[src/rtl/pipe_stage_reg.sv]
// pipe_stage_reg: valid/ready inter-stage pipeline register with flush, bubble control and optional skid entry
module pipe_stage_reg #(
  parameter int DATA_W = 160,
  parameter int CTRL_W = 20,
  parameter int SKID = 1,
  parameter logic [CTRL_W-1:0] BUBBLE_CTRL = '0
) (
  input  logic              CLK,
  input  logic              RST,
  input  logic              flush,
  input  logic              in_valid,
  output logic              in_ready,
  input  logic [DATA_W-1:0] in_data,
  input  logic [CTRL_W-1:0] in_ctrl,
  output logic              out_valid,
  input  logic              out_ready,
  output logic [DATA_W-1:0] out_data,
  output logic [CTRL_W-1:0] out_ctrl,
  output logic [1:0]        occupancy
);
  logic [1:0]        occ;
  logic [DATA_W-1:0] main_data, skid_data;
  logic [CTRL_W-1:0] main_ctrl, skid_ctrl;
  logic              accept, pop, load_main, load_skid;
  assign out_valid = occ != 2'd0;
  // With the skid entry in_ready comes straight off the occupancy flops, cutting the ready chain
  assign in_ready  = (SKID != 0) ? occ != 2'd2 : ~out_valid | out_ready;
  assign accept    = in_valid & in_ready;
  assign pop       = out_valid & out_ready;
  assign load_main = ~flush & ((occ == 2'd2) ? pop : accept & ((occ == 2'd0) | pop));
  assign load_skid = (SKID != 0) & ~flush & accept & ~pop & (occ == 2'd1);
  assign out_data  = main_data;
  assign out_ctrl  = out_valid ? main_ctrl : BUBBLE_CTRL;
  assign occupancy = occ;
  always_ff @(posedge CLK or posedge RST) begin
    if (RST) begin
      occ       <= 2'd0;
      main_data <= '0;
      main_ctrl <= '0;
      skid_data <= '0;
      skid_ctrl <= '0;
    end else begin
      occ <= flush ? 2'd0 : occ + {1'b0, accept} - {1'b0, pop};
      if (load_main) begin
        main_data <= (occ == 2'd2) ? skid_data : in_data;
        main_ctrl <= (occ == 2'd2) ? skid_ctrl : in_ctrl;
      end
      if (load_skid) begin
        skid_data <= in_data;
        skid_ctrl <= in_ctrl;
      end
    end
  end
endmodule
[config.mk]
export PLATFORM = sky130hd
export DESIGN_NAME = pipe_stage_reg
export DESIGN_NICKNAME = d
export VERILOG_FILES = /design/src/rtl/pipe_stage_reg.sv
export SDC_FILE = /design/constraint.sdc
export NUM_CORES = 1
export LEC_CHECK = 0
export CAP_MARGIN = 40
export CORE_ASPECT_RATIO = 1.75
export CORE_MARGIN = 4
export CORE_UTILIZATION = 45
export DETAILED_ROUTE_END_ITERATION = 16
export GPL_TIMING_DRIVEN = 0
export PLACE_DENSITY_LB_ADDON = 0.12
export SETUP_SLACK_MARGIN = 0.1
export SYNTH_ARGS = -nofsm -noshare
export SYNTH_HDL_FRONTEND = slang
export SYNTH_SLANG_ARGS = --single-unit
[constraint.sdc]
create_clock -name CLK -period 14.6 [get_ports CLK]
set_input_delay 1.46 -clock CLK [delete_from_list [all_inputs] [get_ports CLK]]
set_output_delay 1.46 -clock CLK [all_outputs]
set_load 0.005 [all_outputs]
Figure 1. Met1 routing (run 1).
Bar = 50 um.
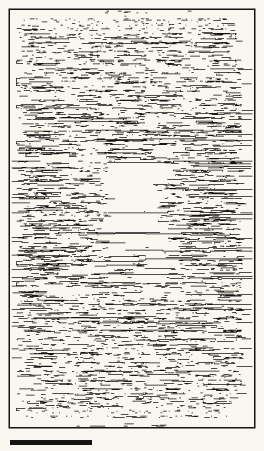
wire length on this layer: 14000 um
share of all routed wire: 37%
main direction: horizontal
longest straight run: 65.5 um
nets with wire on the layer: 1459
met1 Usage GRT: 22.4%
Post-Route WL: 38100 um
vias post-DR: 9515

Figure 2. Met2 routing (run 1).
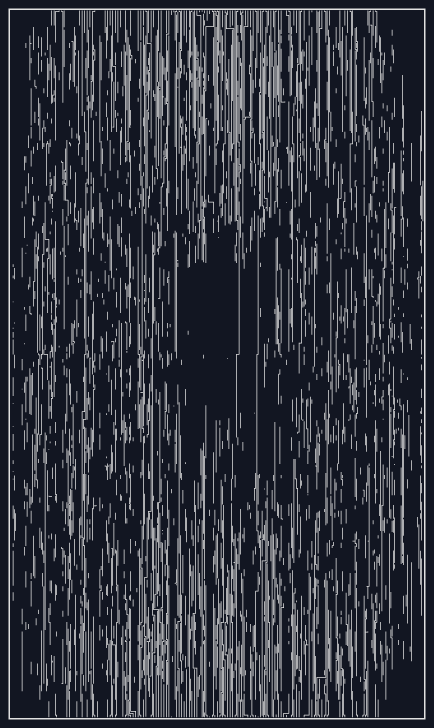
share of all routed wire: 54%
longest straight run: 122 um
nets with wire on the layer: 1506
main direction: vertical
met2 GRT Util: 36.0%

Figure 3. The metal 3 layer (run 1).
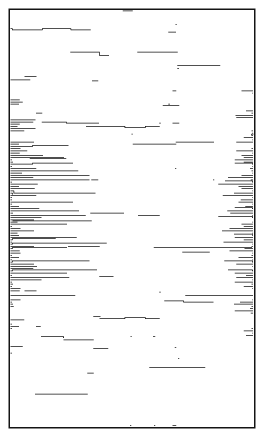
wire length on this layer: 2600 um
nets with wire on the layer: 187
longest straight run: 59.8 um
main direction: horizontal
met3 usage: 5.79%

Figure 4. Routing congestion map (run 1).
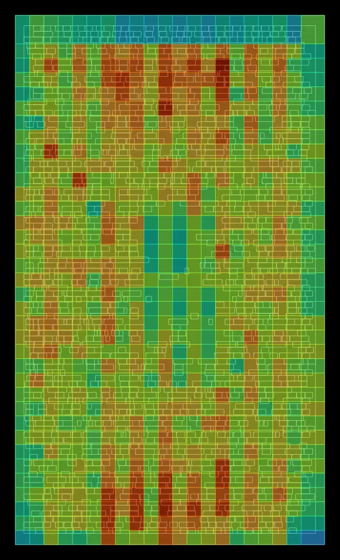
Tot GR Track Use: 19.8%
drt wl/cell: 20.1 um
gr busiest metal: met2
fin util: 61.8%

[run 1: area by class of cell]
| class | instances | share of cell area (%) |
|---|---|---|
| clock inverter | 13 | 0.916 |
| timing repair buffer | 371 | 17.7 |
| sequential | 362 | 42.5 |
| tap | 460 | 2.70 |
| multi-input combinational | 576 | 29.7 |
| buffer | 61 | 1.47 |
| clock buffer | 48 | 4.82 |
| antenna | 4 | 0.0470 |
| inverter | 3 | 0.0881 |
[run 1: worst max path at each step]
stage                                 startpoint                        end  slack, ns  depth (start not counted)
final                     occupancy[0]$_DFF_PP0_                   in_ready      10.49                          4
after global placement                       RST  skid_data[66]$_DFFE_PP0P_      -1.43                          2
after floorplan                              RST   main_ctrl[0]$_DFFE_PP0P_       3.09                          1
after CTS                 occupancy[0]$_DFF_PP0_                   in_ready      10.40                          4
after global routing      occupancy[0]$_DFF_PP0_                   in_ready      10.31                          4
after detailed placement                   flush  skid_data[40]$_DFFE_PP0P_      10.48                          7
[run 1: state kept, by name, indices dropped and copies added, names as in the netlist]
name	cells
skid_ctrl	20
out_data	160
skid_data	160
main_ctrl	20
occupancy	2
[run 1: where the power goes]
group | internal (mW) | total, mW | switching (mW)
combinational | 1.10 | 1.65 | 0.549
sequential | 1.50 | 1.76 | 0.256
clock | 0.582 | 0.961 | 0.380
total | 3.18 | 4.37 | 1.18
[run 1: through the flow]
stage               hold WS (ns)  cell area (um2)  total power [mW]
finish                     0.500            21300              4.37
global placement           0.484            20000              3.40
CTS                        0.506            21300              4.44
floorplan                  0.473            15700              2.61
global route               0.511            21300              4.64
detailed placement         0.488            20100              3.46
[run 1: critical path, cell delays in order (launching register included)]
cell and delay, ns:
dfrtp_1 0.49, nand2b_1 0.16, buf_2 0.33, buf_1 0.51, clkdlybuf4s50_1 0.64
==> results_slide.txt, run 1 <==
Flow Results at a Glance

Hold path
  – Hold path depth: 1
  – Hold EP: skid_data[72]$_DFFE_PP0P_
  – Hold path start: skid_data[72]$_DFFE_PP0P_

Die
  – Die area: 38100 um2
  – Die width: 149 um
  – CORE AREA: 34500 um2
  – FP Util: 45.6%
  – Rows: 90

Placement
  – IO buf count: 368
  – Placed insts: 1833
  – Post-DP HPWL: 27700 um
  – GP Congestion: 0.753

Route
  – DRC: 0
  – Top layer in use: met4
  – DRT iter0 DRCs: 278
  – Vias per cell: 5.01
  – Met3 wire len: 2600 um
  – Metal1 wirelength: 14000 um

Final timing
  – Final setup viols: 0
  – Post-route clock period utilization: 28.2%
  – Post-route setup slack: 10.49 ns
  – Final Max Slew Viols: 0
  – Setup TNS: 0 ns
  – Skew final: 0.0210 ns
  – Final Critical Period: 4.11 ns
  – Slew @ Worst Pin: 0.707 ns
  – Fmax: 243 MHz

Logic synthesis
  – Post-synth EDFFs: 0
  – Yosys aoi share: 0.135%
  – Adder-Cell Fraction of Synth Area: 0.159%
  – Commonest cells post-synth: mux2_2 (540), dfrtp_1 (362), buf_2 (37)
  – Cell Area, Synth: 15700 um2
  – Ys async rst share: 100%
  – Mapped Cells: 1002
  – Main flop type after synthesis: dfrtp_1
  – Syn nets: 1189
  – Top area cell types: dfrtp_1 (58%), mux2_2 (39%), buf_2 (1.2%)
  – Ys cells: 1002
  – MUX share of area: 38.8%
  – Seq/Total Area, Yosys: 57.6%
  – Synth warnings: 0
  – Comb area leader: multiplexers
  – Count leader, synth: mux2_2
  – Xor/xnor cell area share of the yosys netlist: 0.0557%

Clocking
  – Post CTS Setup Buffer Count: 0
  – CTS Buf Count: 36
  – Worst skew pair latency: 0.52 ns
  – CTS hold repair buffers: 0
  – Root buf cell: clkbuf_16
  – Max Buffers Root-to-Sink: 3
  – Clock-pin slew on the worst setup and hold paths: 0.07 ns
  – CTS tree: done
  – CTS sink count: 362

Layout
  – # fillers: 2746
  – Top cells excl fill/tap: mux2_2 (540), clkdlybuf4s50_1 (368), dfrtp_1 (362), buf_2 (37), clkbuf_16 (37)
  – # nets final: 1598
  – Layout cells sized above 1: 45.2%
  – Logic area: 6330 um2
  – Register area: 9060 um2
  – Most instantiated logic cell after routing: mux2_2

Critical path
  – WS Path Type: flip-flop to primary output
  – Crit path max fanout: 10
  – Reg2reg path depth: 10
  – Worst R2R Setup Slack: 11.96 ns
  – Critical path arrival: 2.65 ns
  – RR Startpoint: occupancy[0]$_DFF_PP0_

GRT
  – Pin count of the biggest net entering global routing: 102
  – Global-route wire length before repair: 58900 um
  – Gr ovfl total: 0
  – Number of global-route vias before repair: 10500

Job
  – MaxCap Viol Count: 0

Power and ir drop
  – Max VDD drop: 132 uV

Outcome
  – Run status: finished, final reports clean
--- run 2 (diff from run 1) ---
==> constraint.sdc (replaced) <==
create_clock -name CLK -period 3.4 [get_ports CLK]
set_input_delay 0.34 -clock CLK [delete_from_list [all_inputs] [get_ports CLK]]
set_output_delay 0.34 -clock CLK [all_outputs]
set_load 0.005 [all_outputs]
Figure 5. The metal 3 layer (run 2).
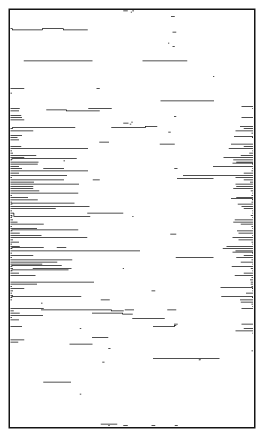
longest straight run: 78.9 um
wire length on this layer: 2580 um
nets with wire on the layer: 195
share of all routed wire: 6.8%
main direction: horizontal
Post-Route WL: 38000 um
vias post-DR: 9561
met3 usage: 5.70%

Figure 6. Met1 routing (run 2).
Bar = 50 um.
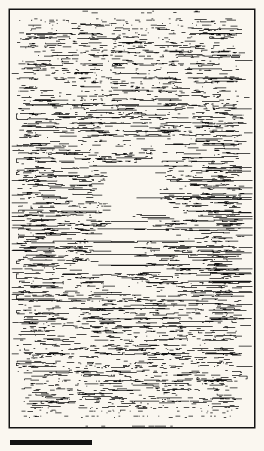
longest straight run: 63.0 um
share of all routed wire: 37%
main direction: horizontal
wire length on this layer: 14000 um
met1 Usage GRT: 22.2%

Figure 7. The metal 4 layer (run 2).
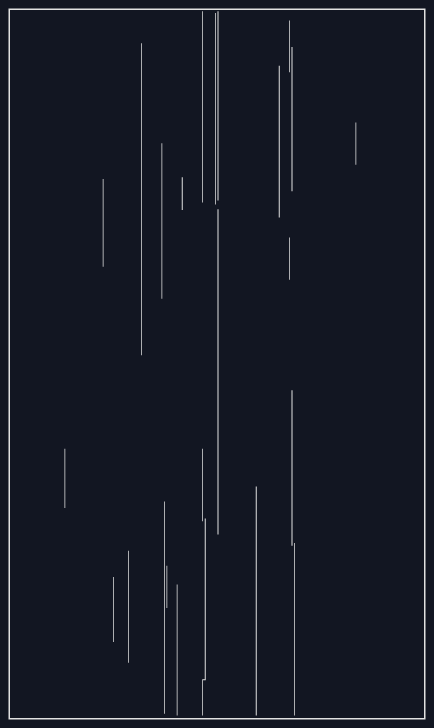
nets with wire on the layer: 18
wire length on this layer: 1210 um
share of all routed wire: 3.2%

==> results_slide.txt, run 2 <==
Flow Results at a Glance

Outcome
  – Run status: finished, final reports clean

Logic synthesis
  – MUX share of area: 38.8%
  – Count leader, synth: mux2_2
  – Ys cells: 1002
  – Synth warnings: 0
  – Ys async rst share: 100%
  – Main flop type after synthesis: dfrtp_1
  – Top area cell types: dfrtp_1 (58%), mux2_2 (39%), buf_2 (1.2%)
  – Mapped Cells: 1002
  – Cell Area, Synth: 15700 um2
  – Yosys aoi share: 0.135%
  – Syn nets: 1189
  – Comb area leader: multiplexers
  – Post-synth EDFFs: 0

Clocking
  – Clock-pin slew on the worst setup and hold paths: 0.06 ns
  – CTS sink count: 362
  – CTS tree: done
  – Post CTS Setup Buffer Count: 0
  – Worst skew pair latency: 0.52 ns
  – Root buf cell: clkbuf_16

Placement
  – GP Congestion: 0.756
  – Placement Cell Area: 20200 um2
  – IO buf count: 368
  – Post-DP HPWL: 28300 um

Route
  – DRC: 0
  – Metal1 wirelength: 14000 um
  – Top layer in use: met4
  – Vias per cell: 5.00
  – Drt wl/cell: 19.9 um
  – DRT iter0 DRCs: 237

Critical path
  – Critical path arrival: 2.60 ns
  – Crit path cell chain: nand2b_1 -> buf_2 -> buf_1 -> clkdlybuf4s50_1
  – Crit path max fanout: 10
  – WS Path Type: flip-flop to primary output
  – Critical path's slowest cell: clkdlybuf4s50_1
  – RR Startpoint: occupancy[0]$_DFF_PP0_

Power and ir drop
  – Max VDD drop: 545 uV
  – Switch Pwr: 5.10 mW
  – Share of power burned in combinational logic: 38.3%
  – Pint: 13.4 mW
  – Clock share of power: 21.0%

Job
  – MaxCap Viol Count: 0

Layout
  – Non-Clock Inverter Count: 3
  – Layout clock area frac: 5.42%
  – Most instantiated logic cell after routing: mux2_2
  – Seq_cells: 362
  – Largest area class, layout: flip-flops and latches
  – Post-route cell area: 21400 um2
  – Buffering overhead: 19.8%
  – Register area: 9060 um2
  – # fillers: 2755
  – # nets final: 1606

GRT
  – Tot GR Track Use: 19.9%
  – Met2 GRT Util: 36.0%
  – Gr ovfl total: 0
  – Gr busiest metal: met2
  – Global-route wire length before repair: 59400 um
  – Number of global-route vias before repair: 10700

Die
  – FP Util: 45.6%
  – Rows: 90
  – Die width: 149 um

Final timing
  – Skew final: 0.0118 ns
  – Post-route clock period utilization: 86.5%
  – Setup TNS: 0 ns
  – Final Critical Period: 2.94 ns
  – Slew @ Worst Pin: 0.667 ns
[run 2: cell counts after synthesis]
Identical to the previous run, type by type.
[run 2: cells by family (layout without fill, tap and decap cells)]
logic type | count (synthesis) | after routing
mux | 541 | 541
flops | 362 | 362
buf+inv | 64 | 509
simple gates | 31 | 31
fa+ha+maj | 2 | 2
compound gates | 1 | 1
xor+xnor | 1 | 1
other cells | 0 | 5
[run 2: through the flow]
stage          total power, mW  hold slack [ns]  instances  worst slack, ns  utilization, %
4_1_cts                   18.8           0.0581       1907            0.373            62.0
2_1_floorplan             11.2            0.406       1002            -1.79               -
3_3_place_gp              14.6            0.484       1830            -4.34            58.0
3_5_place_dp              14.9            0.491       1841            0.402            58.6
6_report                  18.5           0.0870       1912            0.460            62.0
5_1_grt                   19.7           0.0759       1911            0.262            62.0
[run 2: path summary, 6_finish.rpt]
check | to | cells after the start | slack, ns
setup / recovery | in_ready | 4 | 0.46
hold / removal | out_data[8]$_DFFE_PP0P_ | 2 | 0.09
setup reg to reg | occupancy[1]$_DFF_PP0_ | 10 | 0.82
hold reg to reg | main_ctrl[17]$_DFFE_PP0P_ | 1 | 0.50
max in group asynchronous | skid_data[63]$_DFFE_PP0P_ | 6 | 2.07
min in group CLK | skid_data[0]$_DFFE_PP0P_ | 2 | 0.45
[run 2: worst max-delay path: cells and delay by family, from the launching register on]
kind / cells / cell delay [ns]
buffers and inverters: 3 / 1.46
flip-flops: 1 / 0.46
AND/OR/NAND/NOR: 1 / 0.15
[run 2: power by group through the flow]
stage | clock network [mW] | logic [mW] | registers, mW
after floorplan | 0 | 3.74 | 7.46
after global placement | 0 | 7.06 | 7.56
after detailed placement | 0 | 7.20 | 7.65
after CTS | 4.02 | 7.24 | 7.58
after global routing | 4.18 | 7.67 | 7.84
final | 3.88 | 7.09 | 7.55
Power figures rest on the tool's default switching activity, not on a simulated workload.
